### src/rtl/spi_master_ctrl.sv
// SPI master that runs two-frame RAM write/read operations against an SPI_Wrapper slave.
// Frame: one lead cycle, then select bit, 2-bit command and payload, MSB first.
module spi_master_ctrl #(
  parameter int ADDR_SIZE = 8,
  parameter int TURN      = 2,
  parameter int GAP       = 2
) (
  input  logic                 clk,
  input  logic                 rst_n,
  input  logic                 req_valid,
  output logic                 req_ready,
  input  logic                 req_wr,
  input  logic [ADDR_SIZE-1:0] req_addr,
  input  logic [ADDR_SIZE-1:0] req_wdata,
  output logic                 rsp_valid,
  output logic [ADDR_SIZE-1:0] rsp_rdata,
  output logic                 busy,
  output logic                 SS_n,
  output logic                 MOSI,
  input  logic                 MISO
);

  localparam int SHIFT_LEN = ADDR_SIZE + 3;
  localparam int MAX_A     = (SHIFT_LEN > ADDR_SIZE) ? SHIFT_LEN : ADDR_SIZE;
  localparam int MAX_B     = (TURN > GAP) ? TURN : GAP;
  localparam int CNT_MAX   = (MAX_A > MAX_B) ? MAX_A : MAX_B;
  localparam int CNT_W     = $clog2(CNT_MAX + 1);

  localparam logic [2:0] S_IDLE      = 3'd0;
  localparam logic [2:0] S_LEAD      = 3'd1;
  localparam logic [2:0] S_SHIFT     = 3'd2;
  localparam logic [2:0] S_TURN_WAIT = 3'd3;
  localparam logic [2:0] S_CAPTURE   = 3'd4;
  localparam logic [2:0] S_GAP_WAIT  = 3'd5;

  logic [2:0]           state;
  logic [CNT_W-1:0]     cnt;
  logic                 op_wr;
  logic                 frame_b;
  logic [ADDR_SIZE-1:0] wdata_q;
  logic [ADDR_SIZE-1:0] cap;
  logic [SHIFT_LEN-1:0] shreg;

  // cmd = {~wr, second}; the select bit repeats cmd[1] ahead of the command.
  function automatic logic [SHIFT_LEN-1:0] frame_word(input logic wr, input logic second,
                                                      input logic [ADDR_SIZE-1:0] payload);
    return {~wr, ~wr, second, payload};
  endfunction

  assign req_ready = (state == S_IDLE);
  assign busy      = ~req_ready;

  // NOTE: reset is sampled synchronously and all state uses non-blocking assignments,
  // so every register (including SS_n/MOSI) changes only on the rising edge.
  always_ff @(posedge clk) begin
    if (!rst_n) begin
      state     <= S_IDLE;
      cnt       <= '0;
      op_wr     <= 1'b0;
      frame_b   <= 1'b0;
      wdata_q   <= '0;
      cap       <= '0;
      shreg     <= '0;
      SS_n      <= 1'b1;
      MOSI      <= 1'b0;
      rsp_valid <= 1'b0;
      rsp_rdata <= '0;
    end else begin
      rsp_valid <= 1'b0;
      case (state)
        S_IDLE: begin
          if (req_valid) begin
            op_wr   <= req_wr;
            wdata_q <= req_wdata;
            frame_b <= 1'b0;
            shreg   <= frame_word(req_wr, 1'b0, req_addr);
            SS_n    <= 1'b0;
            MOSI    <= 1'b0;
            cnt     <= '0;
            state   <= S_LEAD;
          end
        end
        S_LEAD: begin
          MOSI  <= shreg[SHIFT_LEN-1];
          shreg <= {shreg[SHIFT_LEN-2:0], 1'b0};
          cnt   <= '0;
          state <= S_SHIFT;
        end
        S_SHIFT: begin
          if (cnt == CNT_W'(SHIFT_LEN - 1)) begin
            cnt  <= '0;
            MOSI <= 1'b0;
            if (frame_b && !op_wr) begin
              // read-data frame keeps the slave selected through turnaround and capture
              state <= (TURN > 0) ? S_TURN_WAIT : S_CAPTURE;
            end else begin
              SS_n  <= 1'b1;
              state <= frame_b ? S_IDLE : S_GAP_WAIT;
            end
          end else begin
            MOSI  <= shreg[SHIFT_LEN-1];
            shreg <= {shreg[SHIFT_LEN-2:0], 1'b0};
            cnt   <= cnt + CNT_W'(1);
          end
        end
        S_GAP_WAIT: begin
          if (cnt == CNT_W'(GAP - 1)) begin
            cnt     <= '0;
            frame_b <= 1'b1;
            shreg   <= frame_word(op_wr, 1'b1, op_wr ? wdata_q : '0);
            SS_n    <= 1'b0;
            state   <= S_LEAD;
          end else begin
            cnt <= cnt + CNT_W'(1);
          end
        end
        S_TURN_WAIT: begin
          if (cnt == CNT_W'(TURN - 1)) begin
            cnt   <= '0;
            state <= S_CAPTURE;
          end else begin
            cnt <= cnt + CNT_W'(1);
          end
        end
        S_CAPTURE: begin
          cap <= {cap[ADDR_SIZE-2:0], MISO};
          if (cnt == CNT_W'(ADDR_SIZE - 1)) begin
            rsp_rdata <= {cap[ADDR_SIZE-2:0], MISO};
            rsp_valid <= 1'b1;
            SS_n      <= 1'b1;
            cnt       <= '0;
            state     <= S_IDLE;
          end else begin
            cnt <= cnt + CNT_W'(1);
          end
        end
        default: begin
          state <= S_IDLE;
          SS_n  <= 1'b1;
          MOSI  <= 1'b0;
          cnt   <= '0;
        end
      endcase
    end
  end

endmodule

### config.mk
export PLATFORM = sky130hd
export DESIGN_NAME = spi_master_ctrl
export DESIGN_NICKNAME = d
export VERILOG_FILES = /design/src/rtl/spi_master_ctrl.sv
export SDC_FILE = /design/constraint.sdc
export NUM_CORES = 1
export LEC_CHECK = 0
export ABC_AREA = 1
export CORE_MARGIN = 4
export CORE_UTILIZATION = 53
export CTS_CLUSTER_DIAMETER = 120
export DETAILED_ROUTE_END_ITERATION = 8
export PLACE_DENSITY = 0.75
export SLEW_MARGIN = 20
export SYNTH_ARGS = -nofsm -noshare
export SYNTH_HDL_FRONTEND = slang
export SYNTH_SLANG_ARGS = --single-unit
### constraint.sdc
create_clock -name clk -period 1.7 [get_ports clk]
set_input_delay 0.34 -clock clk [delete_from_list [all_inputs] [get_ports clk]]
set_output_delay 0.34 -clock clk [all_outputs]
set_load 0.02 [all_outputs]
==> images/final_clocks.png <==
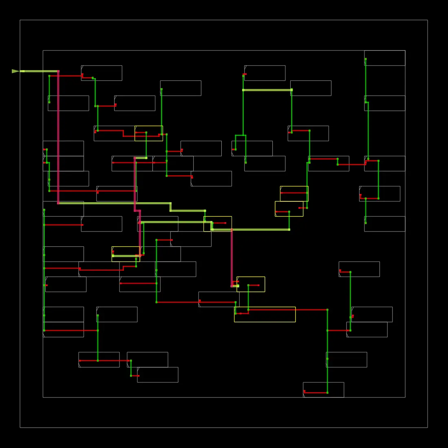
Clock Buffer Count: 6
post-route clock skew: 0.00928 ns
clock group power: 829 µW
FF+latch count: 46
clk sinks: 46

==> images/cell_classes.png <==
Bar = 20 µm.
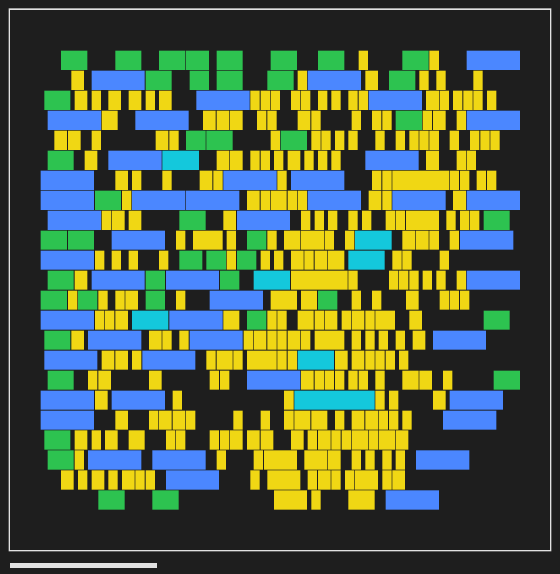
class	colour	cells	share of their area
clock drivers and dummy loads	cyan	7	4.0%
flip-flops	blue	46	33%
all other logic	yellow	291	48%
other buffers and delay cells	green	44	15%
flop share of the area: 0.323
Placeable Area: 0.00409 mm²
post-layout util: 0.697
area of all placed cells without fillers: 0.00285 mm²
num rows: 23

==> images/met1.png <==
Supply wires on this layer in grey.
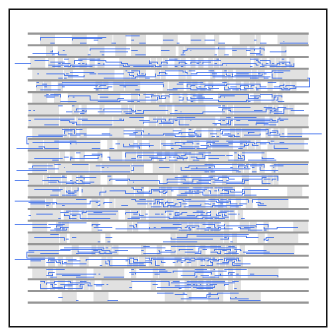
share of all routed wire	49%
nets with wire on the layer	390
longest straight run	24.4 µm
wire length on this layer	2760 µm
drt total wl: 5680 µm
vias: 2293

-- worst max path at each step --
stage / startpoint / end / depth (start not counted) / slack [ns]
5_1_grt: cnt[1] / state[0] / 9 / -0.05
3_5_place_dp: req_valid / shreg[8] / 5 / 0.01
6_report: cnt[1] / state[0] / 9 / 0.06
3_3_place_gp: req_valid / shreg[7] / 5 / 0.03
2_1_floorplan: state[0] / op_wr / 7 / 0.27
4_1_cts: cnt[1] / shreg[8] / 7 / 0.08
-- flip-flops by register name, summed over array words and instances, names as in the netlist --
register / flops
MOSI: 1
SS_n: 1
cap: 7
cnt: 4
frame_b: 1
op_wr: 1
rsp_rdata: 8
rsp_valid: 1
shreg: 11
state: 3
wdata_q: 8
==> flow_metrics.py <==
# Physical implementation metrics
metrics = {
    "worst_setup_path": {
        "timing.rr.start": "cnt[1]",
        "reg2reg_depth": 9,
    },
    "sta": {
        "finalHoldViolCount": 0,
        "slew_headroom": 0.634,
        "timing.fmax_mhz": 611,
    },
    "power": {
        "ir_drop_uv": 819,
        "top_power_group": "combinational cells",
        "power_switching_share": 0.415,
        "seqPwrFrac": 0.337,
    },
    "route": {
        "wl_per_cell_um": 13.0,
        "wl_met3_um": 301,
        "m1WireLength_um": 2760,
    },
    "placed_design": {
        "placed_area_mm2": 0.00269,
        "portBuffers": 33,
    },
    "logic_synthesis": {
        "synth_top_area_share": 0.405,
        "yosys-stat-area_mm2": 0.00227,
    },
    "finish": {
        "logic_area_mm2": 0.00119,
        "comb_cells": 251,
        "drive_above_1_share": 0.111,
        "antenna-diode-count": 0,
        "regArea_um2": 921,
    },
    "clock_network": {
        "cts_buffers": 5,
    },
    "outcome": {
        "status": "completed",
    },
}
Power is estimated from default activity; no workload was simulated.
